Fig. 1: close-up of the layout
Scale bar: 10 µm. Region (62, 62) to (92, 92) µm. Cells in gray, sequential cells in the stronger gray; small squares are vias.
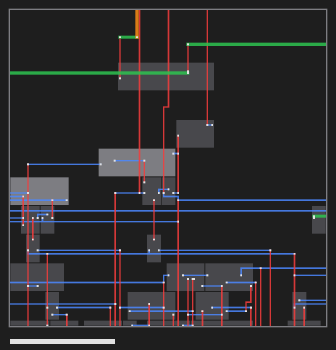
Fig. 2: metal 4
Supply wires on this layer in gray.
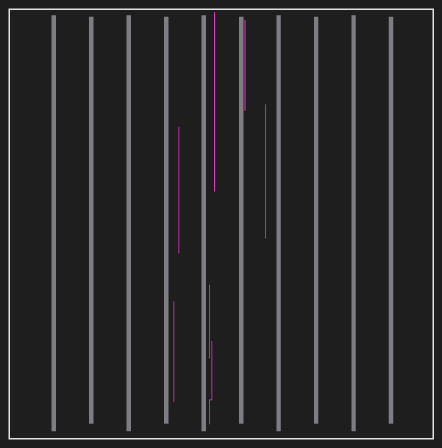
Fig. 3: the metal 1 layer
Supply wires on this layer in gray.
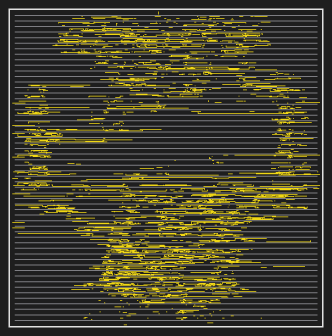
Fig. 4: wiring by layer
Two of the layers only.
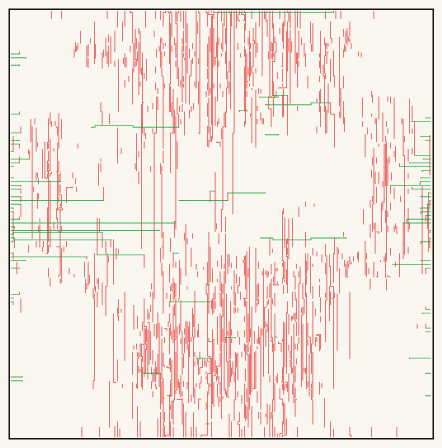
[config.mk]
export PLATFORM = sky130hd
export DESIGN_NAME = sfif_cpl_gen
export DESIGN_NICKNAME = d
export VERILOG_FILES = /design/src/rtl/sfif_cpl_gen.sv
export SDC_FILE = /design/constraint.sdc
export NUM_CORES = 1
export LEC_CHECK = 0
export CORE_AREA = 2 2 151 153
export CTS_BUF_LIST = sky130_fd_sc_hd__clkbuf_16
export DETAILED_ROUTE_END_ITERATION = 7
export DIE_AREA = 0 0 153 155
export SYNTH_ARGS = -nofsm -noshare
export SYNTH_HDL_FRONTEND = slang
export SYNTH_SLANG_ARGS = --single-unit
[constraint.sdc]
create_clock -name clk_125 -period 5.4 [get_ports clk_125]
set_input_delay 0.81 -clock clk_125 [delete_from_list [all_inputs] [get_ports clk_125]]
set_output_delay 0.81 -clock clk_125 [all_outputs]
set_load 0.005 [all_outputs]
[src/rtl/sfif_cpl_gen.sv]
// CplD header generator: splits one memory read into MPS-aligned completions.
// First header is valid two cycles after accept, with one bubble after each handshake; holds stable under cpl_ready backpressure.
module sfif_cpl_gen #(
    parameter int MPS_DW = 32
) (
    input  logic        clk_125,
    input  logic        rst,
    input  logic        req_valid,
    output logic        req_ready,
    input  logic [4:0]  req_tag,
    input  logic [15:0] req_rid,
    input  logic [9:0]  req_addr,
    input  logic [9:0]  req_len,
    input  logic [15:0] cfg_cid,
    output logic        cpl_valid,
    input  logic        cpl_ready,
    output logic [95:0] cpl_hdr,
    output logic [9:0]  cpl_len,
    output logic        cpl_last
);
    typedef enum logic [1:0] {IDLE, CALC, SEND} state_t;

    typedef struct packed {
        logic [31:0] dw0;
        logic [15:0] cid;
        logic [2:0]  status;
        logic        bcm;
        logic [11:0] bc;
        logic [15:0] rid;
        logic [7:0]  tag;
        logic        rsvd;
        logic [6:0]  lower_addr;
    } hdr_t;

    state_t      state, state_nxt;
    logic [4:0]  tag;
    logic [15:0] rid;
    logic [15:0] cid;
    logic [9:0]  cur_addr;
    logic [10:0] rem;
    logic [8:0]  this_len;

    logic        accept;
    logic        cpl_hs;
    logic [7:0]  mps_off;
    logic [8:0]  room;
    logic [8:0]  len_calc;
    hdr_t        hdr_nxt;

    assign accept = req_valid & req_ready;
    assign cpl_hs = cpl_valid & cpl_ready;

    always_ff @(posedge clk_125) begin
        if (rst) begin
            state <= IDLE;
        end else begin
            state <= state_nxt;
        end
    end

    always_comb begin
        state_nxt = state;
        case (state)
            IDLE:    if (accept) state_nxt = CALC;
            CALC:    state_nxt = SEND;
            SEND:    if (cpl_hs) state_nxt = cpl_last ? IDLE : CALC;
            default: state_nxt = IDLE;
        endcase
    end

    always_comb begin
        req_ready = (state == IDLE) && !rst;
        cpl_valid = (state == SEND);
    end

    // Room left before the next naturally aligned MPS boundary; never exceeds 256.
    always_comb begin
        mps_off  = cur_addr[7:0] & 8'(MPS_DW - 1);
        room     = 9'(MPS_DW) - {1'b0, mps_off};
        len_calc = (rem < {2'b00, room}) ? rem[8:0] : room;
    end

    // Byte count is the remaining bytes of the whole request; 4096 wraps to 0.
    always_comb begin
        hdr_nxt            = '0;
        hdr_nxt.dw0        = 32'h4A00_0000 | {23'd0, len_calc};
        hdr_nxt.cid        = cid;
        hdr_nxt.status     = 3'b000;
        hdr_nxt.bcm        = 1'b0;
        hdr_nxt.bc         = {rem[9:0], 2'b00};
        hdr_nxt.rid        = rid;
        hdr_nxt.tag        = {3'b000, tag};
        hdr_nxt.rsvd       = 1'b0;
        hdr_nxt.lower_addr = {cur_addr[4:0], 2'b00};
    end

    always_ff @(posedge clk_125) begin
        if (rst) begin
            tag      <= '0;
            rid      <= '0;
            cid      <= '0;
            cur_addr <= '0;
            rem      <= '0;
            this_len <= '0;
            cpl_hdr  <= '0;
            cpl_len  <= '0;
            cpl_last <= 1'b0;
        end else begin
            case (state)
                IDLE: begin
                    if (accept) begin
                        tag      <= req_tag;
                        rid      <= req_rid;
                        cid      <= cfg_cid;
                        cur_addr <= req_addr;
                        rem      <= (req_len == 10'd0) ? 11'd1024 : {1'b0, req_len};
                    end
                end
                CALC: begin
                    this_len <= len_calc;
                    cpl_len  <= {1'b0, len_calc};
                    cpl_last <= (rem == {2'b00, len_calc});
                    cpl_hdr  <= hdr_nxt;
                end
                SEND: begin
                    if (cpl_hs) begin
                        rem      <= rem - {2'b00, this_len};
                        cur_addr <= cur_addr + {1'b0, this_len};
                    end
                end
                default: ;
            endcase
        end
    end

endmodule

==> flow_metrics.env <==
# implementation run metrics
export IMPL_r2r_start="cur_addr[0]"
export IMPL_p_switching_mw=0.652
export IMPL_hold_depth=2
export IMPL_finalClockPeriodUsage_pct=53.2
export IMPL_p_int_mw=1.79
export IMPL_post_drt_via_cell_ratio=4.43
export IMPL_seq_area_mm2=0.00236
export IMPL_p_leak_nw=2.68
export IMPL_status="finished, final reports clean"
export IMPL_setup_slack_ns=2.53
export IMPL_cts_buffers_inserted=17
export IMPL_routed_top_layer="met4"
export IMPL_p_total_mw=2.44
export IMPL_use_met3_pct=3.93
export IMPL_place_ws_ns=2.53
export IMPL_final_util_pct=33.4
export IMPL_rrSetupSlack_ns=2.60
export IMPL_drt_pre_antenna_iters=5
export IMPL_syn_area_mm2=0.00547
export IMPL_topCellsByArea="dfxtp_1, nand2_1, a21oi_1"
export IMPL_cts_setup_buffers=0
export IMPL_tightest_slew_ns=0.728
export IMPL_logic_area_mm2=0.00268
export IMPL_dpl_cell_count=1067
export IMPL_finalNetCount=883
export IMPL_taps=285
export IMPL_n_all_buffers=138
export IMPL_ioPinCount=170
export IMPL_slew_violations=0
export IMPL_cts_tree="yes"
export IMPL_setup_viol=0
export IMPL_worst_ep_arrival_time_ns=2.06
export IMPL_power_clock_mw=1.14
export IMPL_finalHoldViolCount=0
export IMPL_dp_hpwl_mm=10.1
export IMPL_clk_pin_slew_ns=0.06
export IMPL_drive_gt1_share_pct=5.65
export IMPL_sh_seq_area_pct=31.8
export IMPL_dominant_cell_class="combinational gates"
export IMPL_io_buffers=131
export IMPL_top_area_cell="dfxtp_1"
Notes on Fig. 1 above:
| layer | color |
|---|---|
| metal 1 | blue |
| metal 2 | red |
| metal 3 | green |
| metal 4 | orange |
sequential cells in the window: 2
most frequent: nand2_1 (5)
netlist names of flops here include: cpl_hdr (2)
cells with their middle in the window: 17

Notes on Fig. 2 above:
main direction: vertical
longest straight run: 64.6 µm
share of all routed wire: 1.9%
nets with wire on the layer: 6
final WL: 15.3 mm
vias: 4,872

Notes on Fig. 3 above:
longest straight run: 45.3 µm
main direction: horizontal
share of all routed wire: 46%
GR Util met1: 15.8%

Notes on Fig. 4 above:
| layer | color | wire length |
|---|---|---|
| metal 2 | red | 7,220 µm |
| metal 3 | green | 723 µm |
WL/cell: 13.9 µm
GR Util All Layers: 12.8%

worst max-delay path: stages:
cell and delay [ns]:
buf_4 0.28, nor3_1 0.33, clkdlybuf4s50_1 0.62
placed cells by master (no fill, tap or decap), types with 5 or more instances in the layout:
cell,netlist,final
nor2b_1,7,6
a21oi_1,102,102
conb_1,1,33
nor3_1,12,12
nor2_1,30,30
dfxtp_1,118,118
a311oi_1,5,5
nand3_1,5,5
xor2_1,5,5
clkbuf_16,0,17
clkdlybuf4s50_1,0,130
a211oi_1,20,20
inv_1,20,20
ha_1,19,19
nand2_1,198,198
buf_4,44,8
xnor2_1,7,7
o21ai_0,8,8
mux2i_1,5,5
